[config.mk]
export PLATFORM = sky130hd
export DESIGN_NAME = rvx_core_store_queue_flat
export DESIGN_NICKNAME = d
export VERILOG_FILES = /design/src/rtl/rvx_core_store_queue_if.sv /design/src/rtl/rvx_core_store_queue.sv /design/src/flat_wrapper.sv
export SDC_FILE = /design/constraint.sdc
export NUM_CORES = 1
export LEC_CHECK = 0
export ABC_CLOCK_PERIOD_IN_PS = 2500
export CAP_MARGIN = 10
export CORE_ASPECT_RATIO = 1.2
export CORE_MARGIN = 2
export CORE_UTILIZATION = 40
export CTS_BUF_LIST = sky130_fd_sc_hd__clkbuf_8 sky130_fd_sc_hd__clkbuf_16
export CTS_CLUSTER_SIZE = 14
export DETAILED_ROUTE_END_ITERATION = 10
export PLACE_DENSITY = 0.67
export RECOVER_POWER = 25
export SYNTH_ARGS = -nofsm -noshare
export SYNTH_HDL_FRONTEND = slang
export SYNTH_SLANG_ARGS = --single-unit
[constraint.sdc]
create_clock -name clock -period 2.5 [get_ports clock]
set_input_delay 0.75 -clock clock [delete_from_list [all_inputs] [get_ports clock]]
set_output_delay 0.75 -clock clock [all_outputs]
set_load 0.02 [all_outputs]
[src/rtl/rvx_core_store_queue_if.sv]
// Store-queue port bundle: execute-stage store request side and data-memory write side.
// The slave modport is the queue itself; master is the surrounding core/memory.
interface rvx_core_store_queue_if #(
  parameter int XLEN  = 32,
  parameter int DEPTH = 4
);
  localparam int NBYTES = XLEN / 8;
  localparam int CNTW   = $clog2(DEPTH) + 1;

  logic              store_valid;
  logic              store_ready;
  logic [2:0]        funct3;
  logic [XLEN-1:0]   store_address;
  logic [XLEN-1:0]   rs2_data;
  logic [XLEN-1:0]   mem_address;
  logic [XLEN-1:0]   mem_write_data;
  logic [NBYTES-1:0] mem_write_strobe;
  logic              mem_write_request;
  logic              mem_write_response;
  logic              queue_empty;
  logic [CNTW-1:0]   queue_count;
  logic              misaligned_fault;

  modport slave (
    input  store_valid, funct3, store_address, rs2_data, mem_write_response,
    output store_ready, mem_address, mem_write_data, mem_write_strobe,
           mem_write_request, queue_empty, queue_count, misaligned_fault
  );

  modport master (
    output store_valid, funct3, store_address, rs2_data, mem_write_response,
    input  store_ready, mem_address, mem_write_data, mem_write_strobe,
           mem_write_request, queue_empty, queue_count, misaligned_fault
  );
endinterface

[src/rtl/rvx_core_store_queue.sv]
// Store formatting and buffering queue: lane-aligns stores and drains them to data memory.
// RVX_MISALIGNED_STORE_EN: when defined, word-crossing stores split into two beats instead of faulting.
module rvx_core_store_queue #(
  parameter int XLEN  = 32,
  parameter int DEPTH = 4
) (
  input logic clock,
  input logic reset_n,
  rvx_core_store_queue_if.slave sq
);
  localparam int NBYTES = XLEN / 8;
  localparam int OFFW   = $clog2(NBYTES);
  localparam int PTRW   = $clog2(DEPTH);
  localparam int CNTW   = PTRW + 1;

  localparam logic [1:0]          MAX_LG     = 2'(OFFW);
  localparam logic [OFFW:0]       SZ_ONE     = {{OFFW{1'b0}}, 1'b1};
  localparam logic [2*NBYTES-1:0] STRB_ONE   = {{(2*NBYTES-1){1'b0}}, 1'b1};
  localparam logic [CNTW-1:0]     COUNT_FULL = CNTW'(DEPTH);

  logic [XLEN-1:0]   addr_mem [DEPTH];
  logic [XLEN-1:0]   data_mem [DEPTH];
  logic [NBYTES-1:0] strb_mem [DEPTH];

  logic [PTRW-1:0] wr_ptr, rd_ptr, wr_ptr_next;
  logic [CNTW-1:0] count;

  logic                full_width;
  logic [1:0]          size_lg;
  logic [OFFW:0]       size;
  logic [OFFW-1:0]     off;
  logic [2*NBYTES-1:0] strb_base;
  logic [2*NBYTES-1:0] strobe_wide;
  logic [XLEN-1:0]     data_mask;
  logic [2*XLEN-1:0]   data_wide;
  logic                crosses;
  logic [XLEN-1:0]     base_address;
  logic [XLEN-1:0]     next_address;

  logic       ready;
  logic       drop;
  logic       handshake;
  logic       deq;
  logic [1:0] enq_n;

  always_comb begin
    full_width  = sq.funct3[2] | (sq.funct3[1:0] > MAX_LG);
    size_lg     = full_width ? MAX_LG : sq.funct3[1:0];
    size        = SZ_ONE << size_lg;
    off         = full_width ? '0 : sq.store_address[OFFW-1:0];
    strb_base   = (STRB_ONE << size) - STRB_ONE;
    strobe_wide = strb_base << off;
    data_mask   = '0;
    for (int i = 0; i < NBYTES; i++) begin
      data_mask[8*i +: 8] = {8{strb_base[i]}};
    end
    data_wide    = {{XLEN{1'b0}}, sq.rs2_data & data_mask} << {off, 3'b000};
    crosses      = |strobe_wide[2*NBYTES-1:NBYTES];
    base_address = {sq.store_address[XLEN-1:OFFW], {OFFW{1'b0}}};
    next_address = base_address + XLEN'(NBYTES);
  end

`ifdef RVX_MISALIGNED_STORE_EN
  // Two free slots are reserved so a split store can always land both beats in one edge.
  assign ready = (count <= CNTW'(DEPTH - 2));
  assign drop  = 1'b0;
  assign sq.misaligned_fault = 1'b0;
`else
  logic misaligned;
  logic fault_q;

  assign misaligned = |({1'b0, off} & (size - SZ_ONE));
  assign ready      = (count != COUNT_FULL);
  assign drop       = misaligned;

  always_ff @(posedge clock or negedge reset_n) begin
    if (!reset_n) fault_q <= 1'b0;
    else          fault_q <= handshake & misaligned;
  end
  assign sq.misaligned_fault = fault_q;
`endif

  assign handshake   = sq.store_valid & ready;
  assign deq         = sq.mem_write_request & sq.mem_write_response;
  assign enq_n       = (handshake && !drop) ? (crosses ? 2'd2 : 2'd1) : 2'd0;
  assign wr_ptr_next = wr_ptr + PTRW'(1);

  always_ff @(posedge clock or negedge reset_n) begin
    if (!reset_n) begin
      wr_ptr <= '0;
      rd_ptr <= '0;
      count  <= '0;
      for (int i = 0; i < DEPTH; i++) begin
        addr_mem[i] <= '0;
        data_mem[i] <= '0;
        strb_mem[i] <= '0;
      end
    end else begin
      if (enq_n != 2'd0) begin
        addr_mem[wr_ptr] <= base_address;
        data_mem[wr_ptr] <= data_wide[XLEN-1:0];
        strb_mem[wr_ptr] <= strobe_wide[NBYTES-1:0];
        // High beat goes in the following slot so it always drains after the low beat.
        if (enq_n == 2'd2) begin
          addr_mem[wr_ptr_next] <= next_address;
          data_mem[wr_ptr_next] <= data_wide[2*XLEN-1:XLEN];
          strb_mem[wr_ptr_next] <= strobe_wide[2*NBYTES-1:NBYTES];
        end
        wr_ptr <= wr_ptr + PTRW'(enq_n);
      end
      if (deq) rd_ptr <= rd_ptr + PTRW'(1);
      count <= count + CNTW'(enq_n) - CNTW'(deq);
    end
  end

  assign sq.store_ready       = ready;
  assign sq.queue_count       = count;
  assign sq.queue_empty       = (count == '0);
  assign sq.mem_write_request = (count != '0);
  assign sq.mem_address       = addr_mem[rd_ptr];
  assign sq.mem_write_data    = data_mem[rd_ptr];
  assign sq.mem_write_strobe  = strb_mem[rd_ptr];
endmodule

[src/flat_wrapper.sv]
// flat-port wrapper written by rule: the top's interface ports become plain ports
module rvx_core_store_queue_flat 
#(
  parameter int XLEN  = 32,
  parameter int DEPTH = 4
)
  (clock, reset_n, sq_store_valid, sq_funct3, sq_store_address, sq_rs2_data, sq_mem_write_response, sq_store_ready, sq_mem_address, sq_mem_write_data, sq_mem_write_strobe, sq_mem_write_request, sq_queue_empty, sq_queue_count, sq_misaligned_fault);
  rvx_core_store_queue_if #(.XLEN(XLEN), .DEPTH(DEPTH)) sq_i ();
  input logic clock;
  input logic reset_n;
  input wire logic [$bits(sq_i.store_valid)-1:0] sq_store_valid;
  input wire logic [$bits(sq_i.funct3)-1:0] sq_funct3;
  input wire logic [$bits(sq_i.store_address)-1:0] sq_store_address;
  input wire logic [$bits(sq_i.rs2_data)-1:0] sq_rs2_data;
  input wire logic [$bits(sq_i.mem_write_response)-1:0] sq_mem_write_response;
  output wire logic [$bits(sq_i.store_ready)-1:0] sq_store_ready;
  output wire logic [$bits(sq_i.mem_address)-1:0] sq_mem_address;
  output wire logic [$bits(sq_i.mem_write_data)-1:0] sq_mem_write_data;
  output wire logic [$bits(sq_i.mem_write_strobe)-1:0] sq_mem_write_strobe;
  output wire logic [$bits(sq_i.mem_write_request)-1:0] sq_mem_write_request;
  output wire logic [$bits(sq_i.queue_empty)-1:0] sq_queue_empty;
  output wire logic [$bits(sq_i.queue_count)-1:0] sq_queue_count;
  output wire logic [$bits(sq_i.misaligned_fault)-1:0] sq_misaligned_fault;
  assign sq_i.store_valid = sq_store_valid;
  assign sq_i.funct3 = sq_funct3;
  assign sq_i.store_address = sq_store_address;
  assign sq_i.rs2_data = sq_rs2_data;
  assign sq_i.mem_write_response = sq_mem_write_response;
  assign sq_store_ready = sq_i.store_ready;
  assign sq_mem_address = sq_i.mem_address;
  assign sq_mem_write_data = sq_i.mem_write_data;
  assign sq_mem_write_strobe = sq_i.mem_write_strobe;
  assign sq_mem_write_request = sq_i.mem_write_request;
  assign sq_queue_empty = sq_i.queue_empty;
  assign sq_queue_count = sq_i.queue_count;
  assign sq_misaligned_fault = sq_i.misaligned_fault;
  rvx_core_store_queue #(.XLEN(XLEN), .DEPTH(DEPTH)) u_core (.clock(clock), .reset_n(reset_n), .sq(sq_i));
endmodule
==> run_1/clock_nets.png <==
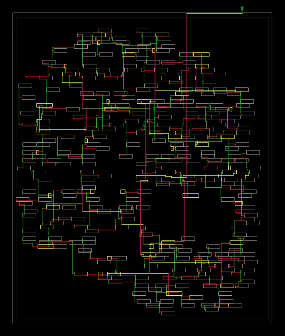
final sequential cell count: 280
clock latency on the worst-skew pair: 0.58 ns
Clock group: 4.74 mW
layout clock buffer count: 34

==> run_1/sizing.png <==
Scale bar: 50 µm.
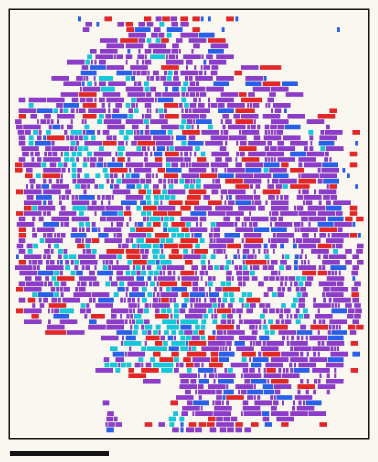
size	color	cells	share
x6 and larger	red	164	9.3%
x1 and smaller	purple	1184	67%
x3 and x4	cyan	270	15%
x2	blue	152	8.6%

==> run_1/ff_map.png <==
Scale bar: 50 µm. Other sequential cells in the stronger gray, the rest of the logic in the fainter gray.
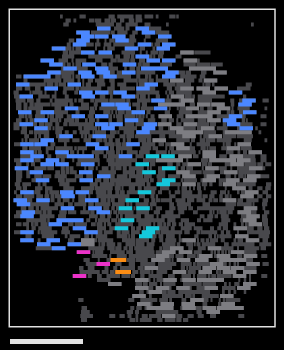
signal	color	sequential cells
u_core.addr_mem	blue	128
u_core.rd_ptr	orange	2
u_core.sq.queue_count	magenta	3
u_core.strb_mem	cyan	16
not colored	131
Layout Utilization: 56.48%
register area: 7014 µm²

-- run 1: layout by cell type (no fill, tap or decap), types with 5 or more instances in the layout --
cell type / netlist / layout
a22o_1: 8 / 8
nor3_1: 21 / 19
o22a_1: 9 / 8
o21ai_0: 97 / 75
o2bb2ai_2: 0 / 8
and4_1: 5 / 5
buf_6: 0 / 74
o221a_2: 9 / 5
nand2_1: 135 / 131
nand4_1: 6 / 6
xor2_1: 14 / 12
a221o_1: 102 / 102
mux4_2: 68 / 68
inv_1: 21 / 22
and3_1: 14 / 13
buf_12: 0 / 38
dfrtp_1: 280 / 278
o221ai_1: 32 / 32
mux2i_1: 18 / 18
nor2_1: 132 / 125
nor4_1: 5 / 5
ha_1: 10 / 5
clkdlybuf4s50_1: 0 / 66
and2_1: 16 / 16
clkinv_2: 0 / 12
buf_2: 51 / 15
a31oi_1: 8 / 8
buf_4: 8 / 231
o22ai_1: 18 / 18
xnor2_1: 21 / 21
or2_2: 8 / 8
nand2_2: 4 / 5
a21oi_1: 48 / 44
clkbuf_16: 0 / 38
nand3_1: 28 / 27
nand2b_1: 9 / 9
a22oi_1: 55 / 51
nor2_4: 0 / 7
o21ai_1: 4 / 25
-- run 1: cells by family (layout without fill, tap and decap cells) --
kind of cell	count (synthesis)	in the layout	synth area share [%]
buffers and inverters	158	531	4.626
xor gates and xnor gates	35	35	2.061
adders and majority gates	11	11	0.9757
muxes	87	87	11.58
DFF	280	280	47.10
and+or+nand+nor	401	401	12.32
AOI/OAI and AO/OA	425	425	21.33
-- run 1: routing by layer --
metal  vias up  part of all wire (%)  routed length (µm)  global-route usage (%)
met3       177                   8.2                4577                   4.169
li1       6019                     -                   -                       -
met5         -                     0                   0                       0
met1      7158                    38               20960                   34.54
met4         0                   5.4                3004                   14.46
met2       839                    49               27180                   45.42
==> Changelog: implementation, run 1 <==
### Metrics

* Leakage power at between 9 and 10 nW
* Non-CTS buffers at between 400 and 500
* Family with the most delay on the worst path: multiplexers
* Seq group at roughly 7.8 mW
* Yosys top cell by instances: dfrtp_1
* Max cap viols at 1
* Initial antenna violation count at 0
* Top cells, area: dfrtp_1, mux4_2, a221o_1
* Setup-failing EPs final at approximately 70
* Combinational share of cell area at between 30% and 40%
* Ys Warns at 0
* Outcome: finished with violations
* Worst path slowest cell: mux4_2
* Finished layout cell area at a little over 20000 µm²
* R2r setup slk at about 0.21 ns
* Violated checks: capacitance limit, slew limit, setup timing
* FFs w/ async S/R, synth at 100.0%
* Cell mode on critical path: buf_6
* Setup crit start kind: register
* Comb power frac at 51.5%
* Worst slew margin at -16.52%
* Synth top area share at a little under half
* Chip Area at 38750 µm²
* Worst Slack Setup Final at -0.4438 ns
* Slew Limit Fails at around 60
==> run_1/closeup.png <==
Window x 120 to 150, y 39 to 69 µm. Cells in gray, sequential cells in the stronger gray; small squares are vias.
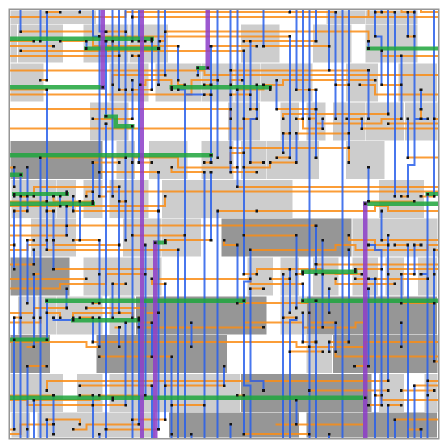

==> run 1 -> run 2 <==
CORE_MARGIN = 4   (was 2)
==> run_2/closeup.png <==
Window x 123 to 153, y 40 to 70 µm. Cells in gray, sequential cells in the stronger gray; small squares are vias.
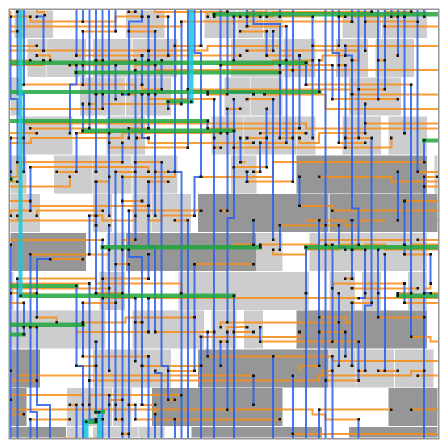
layer	color
M2	blue
M4	cyan
M3	green
M1	orange
netlist names of flops here include	u_core.data_mem (8)
most frequent	nand2_1 (11), buf_4 (11), dfrtp_1 (8)
sequential cells in the window	8
cells with their middle in the window	62

==> run_2/clock_wires.png <==
Scale bar: 50 µm.
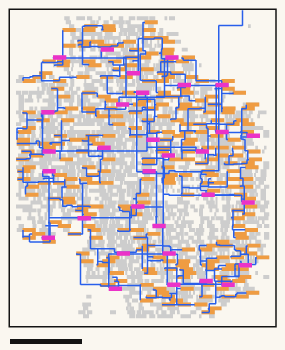
[clock wires] blue | length: 3900 µm
[flip-flops] orange | count: 280
[clock-net drivers] magenta | count: 31
flops lie	widely spread
routed clock nets	32

==> run_2/clock_nets.png <==
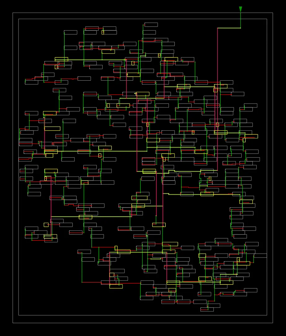
CTS Buf Count: 31
layout clock buffer count: 35

==> run 2 against run 1 <==
  * The run still ends with capacitance limit, slew limit, setup timing left
  * Critical endpoint is now sq_mem_address[3]
  * Cell area shrank 0.25%
  * Setup slack gained 0.068 ns
  * Largest power group unchanged
  * Global-route usage shrank 0.53 points
  * Via count grew 0.42%
==> Changelog: implementation, run 2 <==
### Metrics

* Outcome: finished with violations
* Layout Utilization at 56.34% (-0.14 points)
* Chip Area at 40350 µm² (+4.1%)
* Final sequential cell count at 280 (unchanged)
* Family with the most delay on the worst path: multiplexers
* Non-CTS buffers at 456 (+0.66%)
* Ys Warns at 0 (unchanged)
* Setup-failing EPs final at 68 (-1.4%)
* Slew Limit Fails at 68 (+13%)
* Leakage power at 9.140 nW (about the same)
* Comb power frac at 51.4% (about the same)
* Finished layout cell area at 20730 µm² (-0.25%)
* Max cap viols at 1 (unchanged)
* Violated checks: capacitance limit, slew limit, setup timing
* Worst Slack Setup Final at -0.3759 ns (+0.06794 ns)
* Yosys top cell by instances: dfrtp_1
* Setup crit start kind: register
* Worst slew margin at -32.72% (-16 points)
* Top logic family: AND-OR/OR-AND gates
* Initial antenna violation count at 1 (+1)
* Commonest Layout Cell: dfrtp_1
## run 2: cell counts after synthesis
Identical to the previous run, type by type.
## run 2: power by group through the flow
stage,clock network [mW],logic (mW),registers (mW)
3_3_place_gp,0,12.0,7.72
2_1_floorplan,0,7.28,7.33
3_5_place_dp,0,12.2,7.81
5_1_grt,4.84,13.9,7.96
4_1_cts,4.66,12.9,7.72
6_report,4.61,13.1,7.80
## run 2: metal layers
metal / global-route usage [%] / vias up / wire length (µm)
met3: 3.631 / 178 / 4258
li1: - / 6027 / -
met2: 44.84 / 834 / 27230
met1: 34.13 / 7212 / 20980
met4: 13.51 / 2 / 2964
met5: 0 / - / 13
## run 2: logic make-up after synthesis
logic type                 Yosys count
AOI/OAI and AO/OA                  425
xor gates and xnor gates            35
adders and majority gates           11
buffers and inverters              158
DFF                                280
muxes                               87
and+or+nand+nor                    401
## run 2: what timing repair did
item                       4_1_cts  5_1_grt
resized                        408       38
hold buffers                     0        0
buffers inserted                26        7
setup endpoints to repair      341      152
pin swaps                       13       14
gates cloned                     6        3
## run 2: worst paths after layout
check,startpoint,to,slack [ns],depth (start not counted)
min,u_core.addr_mem[35],u_core.addr_mem[35],0.48,2
max in group asynchronous,reset_n,u_core.rd_ptr[1],0.26,2
min reg2reg,u_core.addr_mem[35],u_core.addr_mem[35],0.48,2
min in group asynchronous,reset_n,u_core.addr_mem[4],0.74,1
max reg2reg,u_core.sq.queue_count[0],u_core.data_mem[10],0.08,7
max,u_core.rd_ptr[0],sq_mem_address[3],-0.38,4
## run 2: through the flow
stage	hold WS [ns]	TNS (ns)
finish	0.4777	-21.80
global route	0.4931	-25.70
CTS	0.1963	-22.73
detailed placement	0.4639	-227.38
global placement	0.4540	-215.51
floorplan	0.4334	-8.402
No activity file was given, so power comes from the tool's default toggle rates.
